## config.mk

```make
export PLATFORM = sky130hd
export DESIGN_NAME = cache_port_requester
export DESIGN_NICKNAME = d
export VERILOG_FILES = /design/src/rtl/cache_port_requester_pkg.sv /design/src/rtl/cache_port_requester_fifo.sv /design/src/rtl/cache_port_requester.sv
export SDC_FILE = /design/constraint.sdc
export NUM_CORES = 1
export LEC_CHECK = 0
export CAP_MARGIN = 40
export CORE_UTILIZATION = 48
export DETAILED_ROUTE_END_ITERATION = 10
export GPL_TIMING_DRIVEN = 1
export PLACE_DENSITY = 0.75
export SLEW_MARGIN = 10
export SYNTH_ARGS = -nofsm -noshare
export SYNTH_HDL_FRONTEND = slang
export SYNTH_SLANG_ARGS = --single-unit
```

## constraint.sdc

```tcl
create_clock -name clk -period 3.2 [get_ports clk]
set_clock_uncertainty 0.1 [all_clocks]
set_input_delay 0.64 -clock clk [delete_from_list [all_inputs] [get_ports clk]]
set_output_delay 0.64 -clock clk [all_outputs]
set_load 0.005 [all_outputs]
```

## src/rtl/cache_port_requester_pkg.sv

```systemverilog
// cache_port_requester_pkg: shared widths, FSM state encoding and queued-request entry layout
package cache_port_requester_pkg;
  localparam int CACHE_BANK_ADDRESS_WIDTH = 8;
  localparam int NETWORK_ADDRESS_WIDTH = 4;
  localparam int DATA_WIDTH = 16;
  typedef enum logic [1:0] {IDLE, ISSUE, RESPOND} state_t;
  typedef struct packed {
    logic write;
    logic [CACHE_BANK_ADDRESS_WIDTH-1:0] cacheAddress;
    logic [NETWORK_ADDRESS_WIDTH-1:0] requesterAddress;
    logic [DATA_WIDTH-1:0] data;
  } reqEntry_t;
endpackage

```

## src/rtl/cache_port_requester_fifo.sv

```systemverilog
// request_fifo: DEPTH-entry request queue (clk, reset, push/pushData in, pop in, popData=head out, full/empty out)
module request_fifo
  import cache_port_requester_pkg::*;
#(
  parameter int DEPTH = 4
) (
  input  logic      clk,
  input  logic      reset,
  input  logic      push,
  input  logic      pop,
  input  reqEntry_t pushData,
  output reqEntry_t popData,
  output logic      full,
  output logic      empty
);
  localparam int AW = $clog2(DEPTH);
  reqEntry_t mem [DEPTH];
  logic [AW-1:0] wrPtr, rdPtr;
  logic [AW:0] count;
  logic doPush, doPop;
  assign full = count == (AW+1)'(DEPTH);
  assign empty = count == '0;
  assign doPush = push && !full;
  assign doPop = pop && !empty;
  assign popData = mem[rdPtr];
  always_ff @(posedge clk or posedge reset)
    if (reset) begin
      wrPtr <= '0;
      rdPtr <= '0;
      count <= '0;
    end else begin
      wrPtr <= wrPtr + AW'(doPush);
      rdPtr <= rdPtr + AW'(doPop);
      count <= count + (AW+1)'(doPush) - (AW+1)'(doPop);
    end
  always_ff @(posedge clk)
    if (doPush) mem[wrPtr] <= pushData;
endmodule

```

## src/rtl/cache_port_requester.sv

```systemverilog
// cache_port_requester: queues client requests, issues them one at a time to an arbiter port (memRead/memWrite until a tag-matched readReady), reports respValid or timeoutError
module cache_port_requester
  import cache_port_requester_pkg::*;
#(
  parameter int FIFO_DEPTH = 4,
  parameter int TIMEOUT_CYCLES = 64
) (
  input  logic                                clk,
  input  logic                                reset,
  input  logic                                reqValid,
  output logic                                reqReady,
  input  logic                                reqWrite,
  input  logic [CACHE_BANK_ADDRESS_WIDTH-1:0] reqCacheAddress,
  input  logic [NETWORK_ADDRESS_WIDTH-1:0]    reqRequesterAddress,
  input  logic [DATA_WIDTH-1:0]               reqData,
  output logic [CACHE_BANK_ADDRESS_WIDTH-1:0] cacheAddressOut,
  output logic [NETWORK_ADDRESS_WIDTH-1:0]    requesterAddressOut,
  output logic                                memRead,
  output logic                                memWrite,
  output logic [DATA_WIDTH-1:0]               dataOut,
  input  logic                                readReady,
  input  logic [NETWORK_ADDRESS_WIDTH-1:0]    requesterAddressIn,
  input  logic [DATA_WIDTH-1:0]               cacheDataIn,
  output logic                                respValid,
  output logic                                respWrite,
  output logic [NETWORK_ADDRESS_WIDTH-1:0]    respRequesterAddress,
  output logic [DATA_WIDTH-1:0]               respData,
  output logic                                timeoutError
);
  localparam int CW = $clog2(TIMEOUT_CYCLES + 1);
  state_t state;
  reqEntry_t head;
  logic full, empty, pop, complete, heldWrite;
  logic [CW-1:0] cnt;
  assign reqReady = !full;
  assign pop = !empty && (state == IDLE || state == RESPOND);
  assign complete = state == ISSUE && readReady && requesterAddressIn == requesterAddressOut;
  assign timeoutError = state == ISSUE && !complete && cnt == CW'(TIMEOUT_CYCLES - 1);
  request_fifo #(.DEPTH(FIFO_DEPTH)) fifo (
    .clk(clk),
    .reset(reset),
    .push(reqValid),
    .pop(pop),
    .pushData('{reqWrite, reqCacheAddress, reqRequesterAddress, reqData}),
    .popData(head),
    .full(full),
    .empty(empty)
  );
  always_ff @(posedge clk or posedge reset)
    if (reset) begin
      state <= IDLE;
      cnt <= '0;
      heldWrite <= 1'b0;
      cacheAddressOut <= '0;
      requesterAddressOut <= '0;
      dataOut <= '0;
      memRead <= 1'b0;
      memWrite <= 1'b0;
      respValid <= 1'b0;
      respWrite <= 1'b0;
      respRequesterAddress <= '0;
      respData <= '0;
    end else begin
      respValid <= 1'b0;
      if (pop) begin
        state <= ISSUE;
        cnt <= '0;
        heldWrite <= head.write;
        cacheAddressOut <= head.cacheAddress;
        requesterAddressOut <= head.requesterAddress;
        dataOut <= head.data;
        memRead <= !head.write;
        memWrite <= head.write;
      end else if (state == RESPOND) begin
        state <= IDLE;
      end else if (complete) begin
        state <= RESPOND;
        memRead <= 1'b0;
        memWrite <= 1'b0;
        respValid <= 1'b1;
        respWrite <= heldWrite;
        respRequesterAddress <= requesterAddressOut;
        respData <= heldWrite ? '0 : cacheDataIn;
      end else if (timeoutError) begin
        state <= IDLE;
        memRead <= 1'b0;
        memWrite <= 1'b0;
      end else if (state == ISSUE) begin
        cnt <= cnt + 1'b1;
      end
    end
endmodule
```

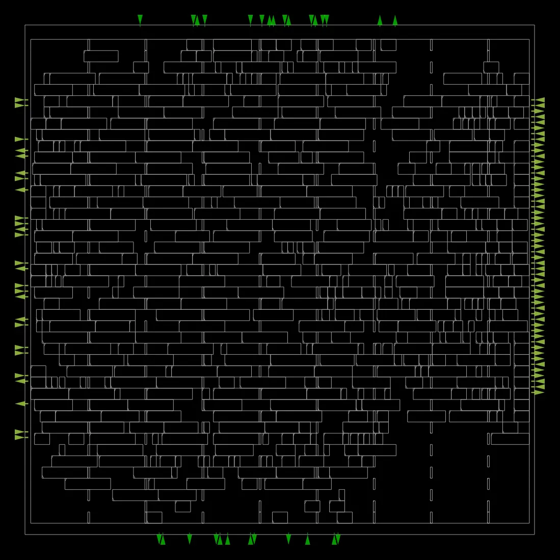
Run 1: placement view
Well Taps: 180
Seq/total area: 58.2%
# fillers: 1,023
core area: 14,100 um^2
std cell rows: 43

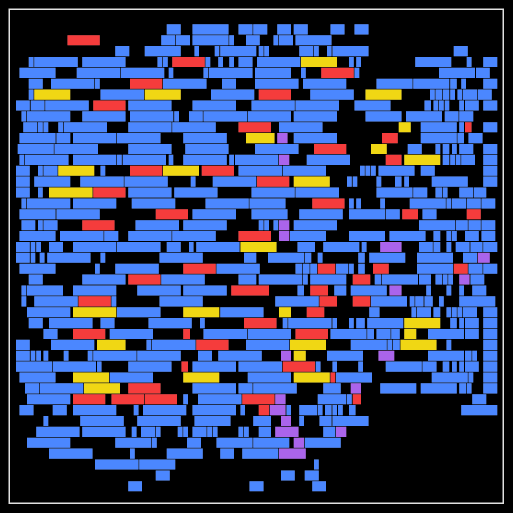
Run 1: cells by drive strength
Drawn at 4 px/um.
_3 and _4 cells: in purple, cells 18. _6 and larger: in yellow, cells 26. _2 cells: in red, cells 48. _0 and _1 cells: in blue, cells 479.
Area Overhead vs Synth: 27.0%
post-layout instance area: 8950 um^2
Non-clk bufs: 117

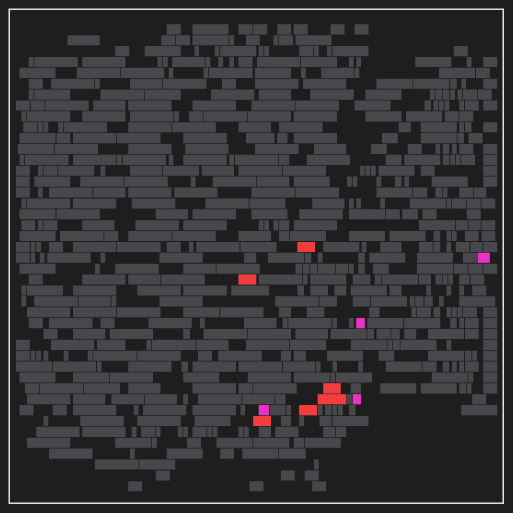
Run 1: logic cells by family
Drawn at 4 px/um.
AND and OR gates: in magenta, cells 4. adder and majority cells: in red, cells 6, where south.
combinational share of cell area: 19.3%
non-filler instance count after layout: 751
most numerous logic cell after layout: nand2_1

==> run notes, run 1 <==
flow finished, numbers: drt drc=0, Routed WL=between 10 and 15 mm, clk slew on worst S/H paths=approximately 0.07 ns, mux share=about 10%, pwr/cell area=about 630 nW/um^2, top cells by count=nand2_1 (125), edfxtp_1 (116), dfrtp_1 (69), mux4_2 (29), o21ai_0 (19), Post-synth EDFFs=around 120, gr ovfl total=0, Reg area=5210 um^2, largest net degree at the start of global routing=between 40 and 50, setup TNS=0 ns, Max Fclk=343 MHz, CTS tree=built, syn_area_per_cell=15.9 um^2, status=finished, final reports clean, OpenROAD warnings=26, post-layout power=between 5000 and 6000 uW, vias in the first global route=approximately 4,000, FP Core Util=50.0%, GP Congestion=slightly above 0.7
-- run 1: worst paths after layout --
check / slack [ns] / end / from
worst min-delay path: 0.37 / cacheAddressOut[2] / cacheAddressOut[2]
max in group asynchronous: 1.85 / fifo.rdPtr[0] / reset
worst max-delay path: 0.28 / timeoutError / cnt[0]
min in group asynchronous: 0.50 / respData[2] / reset
worst max register to register: 1.12 / fifo.count[2] / fifo.count[1]
worst min register to register: 0.37 / cacheAddressOut[2] / cacheAddressOut[2]
-- run 1: cell type report --
| type | instances | area share, % |
|---|---|---|
| timing repair buffer | 117 | 13.1 |
| clock inverter | 13 | 1.61 |
| sequential | 185 | 58.2 |
| inverter | 10 | 0.433 |
| multi-input combinational | 227 | 19.3 |
| clock buffer | 19 | 4.84 |
| tap | 180 | 2.52 |
-- run 1: registers in the layout (all words and copies together) (netlist names), 2 cells and up --
name and cells:
fifo.mem 116, dataOut 16, respData 16, cacheAddressOut 8, cnt 7, requesterAddressOut 4, respRequesterAddress 4, fifo.count 3
fifo.rdPtr 2, fifo.wrPtr 2, state 2
-- run 1: layer usage --
layer / share of wire [%] / vias to the layer above / track usage (%)
li1: - / 1830 / -
met1: 44 / 1946 / 24.8
met2: 49 / 123 / 31.6
met3: 6.1 / 11 / 6.37
met4: 1.0 / 0 / 5.35
met5: 0 / - / 0
-- run 1: logic make-up (layout without fill, tap and decap cells) --
kind of cell,Yosys count,in the layout
flops,185,185
compound gates,32,32
mux,33,33
simple gates,148,148
buf+inv,30,159
xor+xnor,8,8
fa+ha+maj,6,6
-- run 1: worst reg2reg max path, cell delays in order, from the launching register on --
cell,delay [ns]
dfrtp_1,0.38
nor3_1,0.16
or2_2,0.15
inv_2,0.04
ha_1,0.26
inv_1,0.04
ha_1,0.19
fa_1,0.38
xnor2_1,0.18
xnor2_1,0.13
-- run 1: power by group --
part           leakage [uW]  total, uW  switching, uW  internal [uW]
clock network      0.000278       2050            893           1160
registers           0.00197       3010           99.0           2910
logic               0.00129        545            310            235
-- run 1: through the flow --
stage          hold slack [ns]  cells  cell area [um^2]  utilization, %
2_1_floorplan            0.359    442              7060               -
3_3_place_gp             0.359    719              8370            59.4
3_5_place_dp             0.361    719              8370            59.4
4_1_cts                  0.378    751              8950            63.5
5_1_grt                  0.387    751              8950            63.5
6_report                 0.372    751              8950            63.5
-- run 1: cell usage in the layout (no fill, tap or decap), types with 2 or more instances in the layout --
cell type,netlist,final
nand3_1,7,7
mux4_2,29,29
buf_4,3,9
clkdlybuf4s50_1,0,106
o21ai_0,19,19
edfxtp_1,116,116
buf_12,0,2
o31ai_2,3,3
mux2_2,3,3
dfrtp_1,69,68
bufinv_16,0,2
clkinv_2,0,3
clkbuf_16,0,17
nor3_1,3,2
nand2_1,125,125
ha_1,5,5
o211ai_2,3,3
nor2_4,1,2
clkbuf_1,8,2
clkinvlp_4,0,2
inv_6,0,4
inv_1,9,8
xnor2_1,3,3
xor2_1,5,5
Run 1, wires at chosen ports, followed through buffers:
Drawn at 2 px/um.
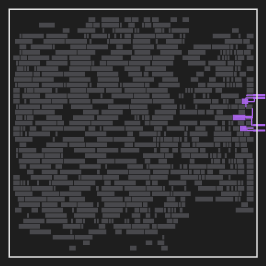

--- run 2 (diff from run 1) ---
CTS_BUF_LIST = sky130_fd_sc_hd__clkbuf_4 sky130_fd_sc_hd__clkbuf_8 sky130_fd_sc_hd__clkbuf_16   (was default)
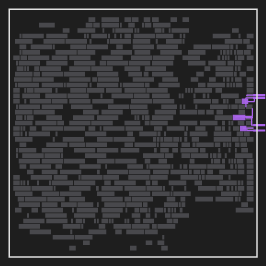
Run 2: wires at chosen ports, followed through buffers
Drawn at 2 px/um.
`requesterAddressIn`: in purple, bits 4, direction input, end cells 4, buffers 4, wire 58.2 um.
I/O Buffers: 106
I/O Pins: 107

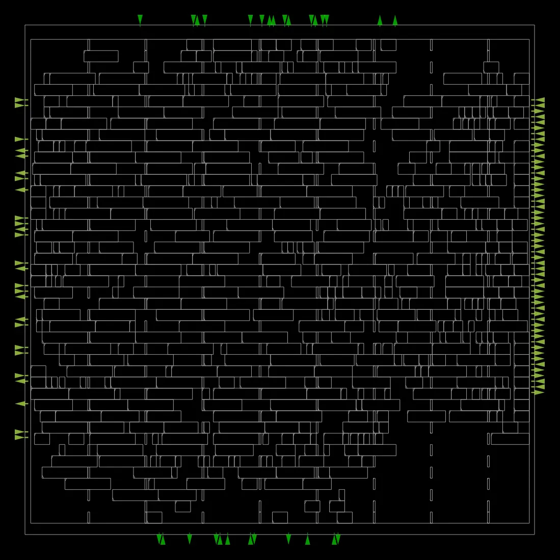
Run 2: placement view
seq_cells: 185
Seq/total area: 58.2%

==> run notes, run 2 <==
flow finished, numbers: most numerous logic cell after layout=nand2_1 (unchanged), Top Registers=fifo.mem (116), dataOut (16), respData (16) (unchanged), vias in the first global route=4,044 (was 4,041), drt drc=0 (unchanged), Cell Area, Placed=8370 um^2 (unchanged), top cells by count=nand2_1 (125), edfxtp_1 (116), dfrtp_1 (69), mux4_2 (29), o21ai_0 (19) (unchanged), core area=14,100 um^2 (unchanged), post-layout power=5620 uW (was 5610 uW), CTS Buffer Depth=2 (unchanged), Setup crit end kind=output port (unchanged), initial DRC count=239 (was 246), internal power=4320 uW (was 4300 uW), Vias/cell=5.21 (about the same), max FFs per register=116 (unchanged), post-CTS setup buffers=0 (unchanged), gr ovfl total=0 (unchanged), std cell rows=43 (unchanged), total die size=15,200 um^2 (unchanged), ratio of cells with drive above 1 in the final layout=16.5% (was 16.1%), clk slew on worst S/H paths=0.07 ns (about the same), Hold Path Class=reg -> reg (unchanged), FP Core Util=50.0% (unchanged), Post-synth EDFFs=116 (unchanged), # fillers=1,022 (was 1,023), Unique cell types=42 (unchanged), Comb pwr share=9.7% (about the same), CTS tree=built (unchanged), Routed WL=13.3 mm (about the same), status=finished, final reports clean (unchanged), pwr/cell area=628 nW/um^2 (was 626 nW/um^2), Syn Std Cell Area=7050 um^2 (unchanged), Switching Share=23.2% (about the same), OpenROAD warnings=26 (unchanged), largest net degree at the start of global routing=43 (unchanged), syn_area_per_cell=15.9 um^2 (unchanged), setup TNS=0 ns (unchanged), Routed Antenna Nets=0 (unchanged), Psw=1300 uW (about the same), Fin Hold WS=0.372 ns (about the same), GP Congestion=0.727 (unchanged), register bit total from synthesis=185 (unchanged), Reg power frac=53.5% (was 53.6%), most numerous logic cells after layout=nand2_1 (125), edfxtp_1 (116), clkdlybuf4s50_1 (106) (unchanged), Main synth FF type=edfxtp_1 (unchanged), Clock power frac=36.8% (was 36.7%), Max Fclk=343 MHz (about the same), Top reg by flops=fifo.mem (unchanged)
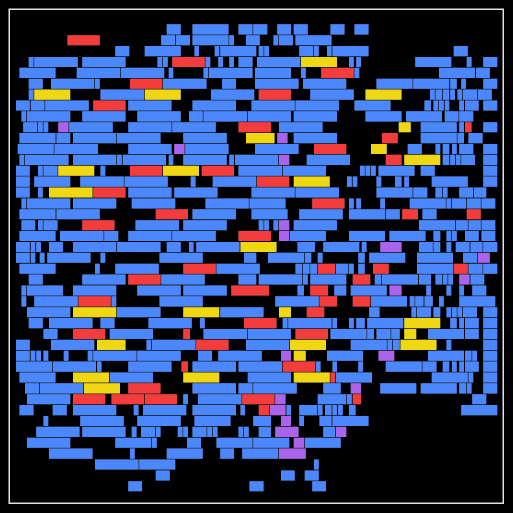
Run 2: cells by drive strength
Drawn at 4 px/um.
_6 and larger: in yellow, cells 26. _3 and _4 cells: in purple, cells 20. _0 and _1 cells: in blue, cells 477. _2 cells: in red, cells 48.
PnR worst setup slack: 0.288 ns
Area Overhead vs Synth: 27.1%
post-layout instance area: 8960 um^2

-- run 2: layout make-up --
class / instances / area [um^2] / share of cell area (%)
multi-input combinational: 227 / 1730 / 19.3
inverter: 10 / 38.8 / 0.433
clock buffer: 19 / 440 / 4.92
clock inverter: 13 / 144 / 1.61
tap: 180 / 225 / 2.51
timing repair buffer: 117 / 1170 / 13.0
sequential: 185 / 5210 / 58.2
-- run 2: kinds of logic (layout without fill, tap and decap cells) --
family / Yosys count / count (layout) / synth area share [%]
compound gates: 32 / 32 / 3.27
simple gates: 148 / 148 / 8.68
mux: 33 / 33 / 9.96
buf+inv: 30 / 159 / 1.97
fa+ha+maj: 6 / 6 / 1.17
flops: 185 / 185 / 73.9
xor+xnor: 8 / 8 / 0.995
-- run 2: through the flow --
step,util [%],std cells
6_report,63.5,751
5_1_grt,63.5,751
4_1_cts,63.5,751
3_5_place_dp,59.4,719
3_3_place_gp,59.4,719
2_1_floorplan,-,442
-- run 2: power by group through the flow --
stage                     clock network (uW)  registers (uW)  logic (uW)
after global routing                    2200            3030         604
after floorplan                            0            3020         312
after detailed placement                   0            3060         567
after global placement                     0            3030         552
final                                   2070            3010         546
after CTS                               2110            3010         568
-- run 2: worst max-delay path: stages (launching register included) --
cell and delay [ns]:
dfrtp_1 0.38, ha_1 0.20, nand2_1 0.08, nor3_1 0.28
nand2_1 0.18, nor2_1 0.12, clkdlybuf4s50_1 0.50
-- run 2: routing by layer --
layer	track usage, %	wire [um]	vias up
met5	0	0	-
met4	5.35	133	0
met3	6.37	915	11
met2	31.6	6550	131
met1	24.7	5680	1937
li1	-	-	1834
-- run 2: final timing paths --
check | slack (ns) | depth (start not counted) | endpoint | startpoint
worst max-delay path | 0.29 | 6 | timeoutError | cnt[0]
worst min-delay path | 0.37 | 2 | cacheAddressOut[2] | cacheAddressOut[2]
worst max register to register | 1.12 | 9 | fifo.count[2] | fifo.count[1]
worst min register to register | 0.37 | 2 | cacheAddressOut[2] | cacheAddressOut[2]
max in group asynchronous | 1.85 | 3 | fifo.rdPtr[0] | reset
min in group asynchronous | 0.50 | 2 | respData[2] | reset
Run 2, pin placement:
Drawn at 4 px/um. Pins as bars across the die edge, other pins in grey.
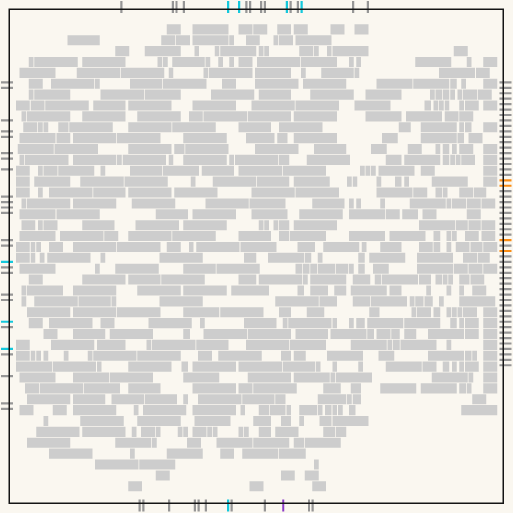

--- run 3 (diff from run 2) ---
ABC_AREA = 1   (was default)
CORE_UTILIZATION = 49   (was 48)
PLACE_DENSITY = 0.76   (was 0.75)
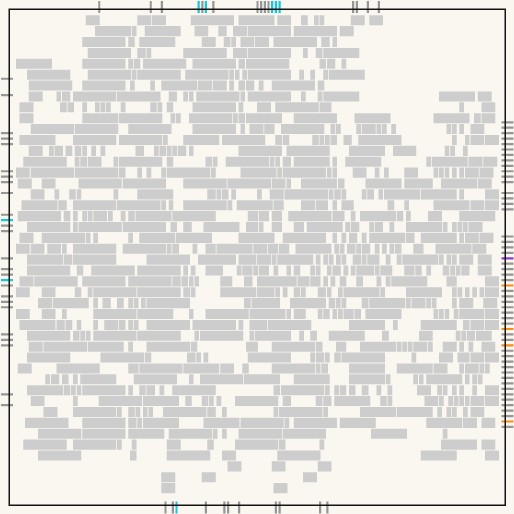
Run 3: pin placement
Drawn at 4 px/um. Pins as bars across the die edge, other pins in grey.
`reqCacheAddress`: in cyan, pins 8, direction input, edge 5 north, 2 west, 1 south. `reqWrite`: in purple, pins 1, direction input, edge east. `requesterAddressIn`: in orange, pins 4, direction input, edge east.
All pins by edge: 52 east, 26 west, 18 north, 11 south.
die height: 124 um
die x size: 124 um

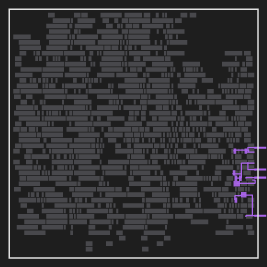
Run 3: wires at chosen ports, followed through buffers
Drawn at 2 px/um.
`requesterAddressIn`: in purple, bits 4, direction input, end cells 9, buffers 4, wire 93.4 um.

==> run notes, run 3 <==
flow finished, numbers: vias in the first global route=5,110 (was 4,044), GP Congestion=0.764 (was 0.727), I/O Pins=107 (unchanged), Post-synth EDFFs=116 (unchanged), max FFs per register=116 (unchanged), OpenROAD warnings=27 (was 26), Routed Antenna Nets=0 (unchanged), Setup crit end kind=output port (unchanged), pwr/cell area=624 nW/um^2 (was 628 nW/um^2), delay-heaviest family, CP=buffers and inverters (was simple AND/OR/NAND/NOR gates), Crit. path cell count=7 (was 6), Hold Path Class=reg -> reg (unchanged), WL met3=1.11 mm (was 915 um), Routed WL=15.6 mm (was 13.3 mm), drt drc=0 (unchanged), Top Metal Used=met4 (unchanged), largest net degree at the start of global routing=60 (was 43), setup TNS=0 ns (unchanged), gr ovfl total=0 (unchanged), ratio of cells with drive above 1 in the final layout=8.20% (was 16.5%), CTS Buffer Depth=2 (unchanged), FP Core Util=50.1% (was 50.0%), slowest CP cell=clkdlybuf4s50_1 (unchanged), CTS tree=built (unchanged), met2 wire len=7.70 mm (was 6.55 mm), status=finished, final reports clean (unchanged), Top reg by flops=fifo.mem (unchanged), Main synth FF type=edfxtp_1 (unchanged), R2R depth=8 (was 9), std cell rows=44 (was 43), M1 wire length=6.45 mm (was 5.68 mm), Vias/cell=5.26 (was 5.21), register bit total from synthesis=185 (unchanged), CP dominant cell by count=inv_1 (was nand2_1), Unique cell types=31 (was 42), clk slew on worst S/H paths=0.06 ns (was 0.07 ns), initial DRC count=309 (was 239), CP peak stage delay=0.49 ns (was 0.50 ns), Syn Std Cell Area=7250 um^2 (was 7050 um^2), most numerous logic cells after layout=nor2_1 (143), edfxtp_1 (116), clkdlybuf4s50_1 (106) (was nand2_1 (125), edfxtp_1 (116), clkdlybuf4s50_1 (106))
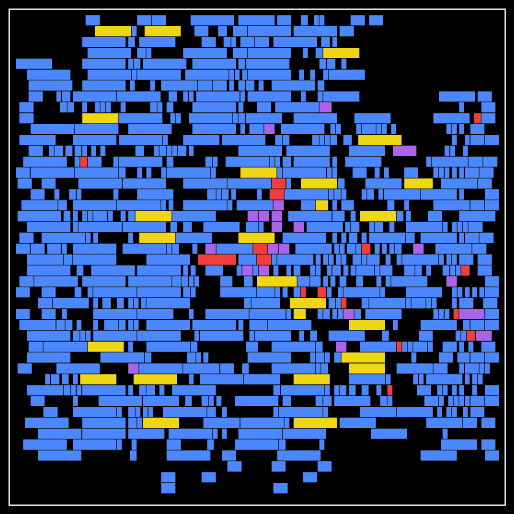
Run 3: cells by drive strength
Drawn at 4 px/um.
_0 and _1 cells: in blue, cells 694. _6 and larger: in yellow, cells 25. _3 and _4 cells: in purple, cells 21. _2 cells: in red, cells 16.
post-layout instance area: 9200 um^2
Non-clk bufs: 123
Area Overhead vs Synth: 27.0%

## run 3: cell types whose count changed after synthesis, moves of 4 or more
cell	before	now
nor2_1	2	144
mux4_2	29	0
o21ai_0	19	69
a31oi_1	0	24
nand2_1	125	99
clkbuf_1	8	12
inv_2	1	5
nand4_1	1	7
inv_1	9	26
o22ai_1	0	4
buf_2	5	14
## run 3: timing repair
item,in CTS,in global routing
setup buffers,0,0
setup endpoints to repair,0,1
resized,0,1
## run 3: final cells by class
class | instances | area [um^2]
Inverter | 32 | 121
Timing Repair Buffer | 123 | 1220
Clock inverter | 14 | 178
Clock buffer | 18 | 433
Multi-Input combinational cell | 384 | 1810
Fill cell | 1078 | 5280
Tap cell | 184 | 230
Sequential cell | 185 | 5210
## run 3: cell families (layout without fill, tap and decap cells)
kind of cell / Yosys count / in the layout / synth area share, %
AND-OR/OR-AND: 101 / 101 / 7.54
XOR/XNOR: 8 / 8 / 0.967
adder cells (fa/ha/maj): 6 / 6 / 1.14
buffers and inverters: 60 / 187 / 3.45
flip-flops: 185 / 185 / 71.9
AND/OR/NAND/NOR: 269 / 269 / 15.0
## run 3: layer usage
metal	vias up	GRT usage, %
li1	2369	-
met1	2361	26.9
met2	187	36.2
met3	28	5.31
met4	0	10.8
met5	-	0
## run 3: power breakdown
part	switching [uW]	total [uW]	internal, uW
sequential	88.3	2990	2910
combinational	387	587	200
clock	858	2160	1310
total	1330	5750	4410
## run 3: worst paths after layout
check                              start            to  slack (ns)
hold reg to reg             respData[11]  respData[11]        0.38
min in group asynchronous          reset  respData[14]        0.54
setup reg to reg           fifo.count[1]  respData[15]        0.96
max in group asynchronous          reset   respData[3]        1.82
setup / recovery                  cnt[0]  timeoutError        0.27
hold / removal              respData[11]  respData[11]        0.38
## run 3: worst reg2reg max path: stages (launching register included)
cell,delay (ns)
dfrtp_1,0.40
inv_2,0.09
nand3_1,0.08
nand2_2,0.17
inv_2,0.12
buf_4,0.33
nor3_4,0.64
nand2_1,0.13
nand2_1,0.10
## run 3: stage by stage
stage	instances	area [um^2]	power, uW	hold WS [ns]	setup slack, ns
after global placement	907	8560	3580	0.361	0.355
after detailed placement	908	8590	3640	0.364	0.288
final	940	9200	5750	0.382	0.265
after floorplan	629	7250	3330	0.367	-0.100
after global routing	940	9200	5960	0.407	0.0855
after CTS	940	9200	5790	0.383	0.162
No activity file was given, so power comes from the tool's default toggle rates.
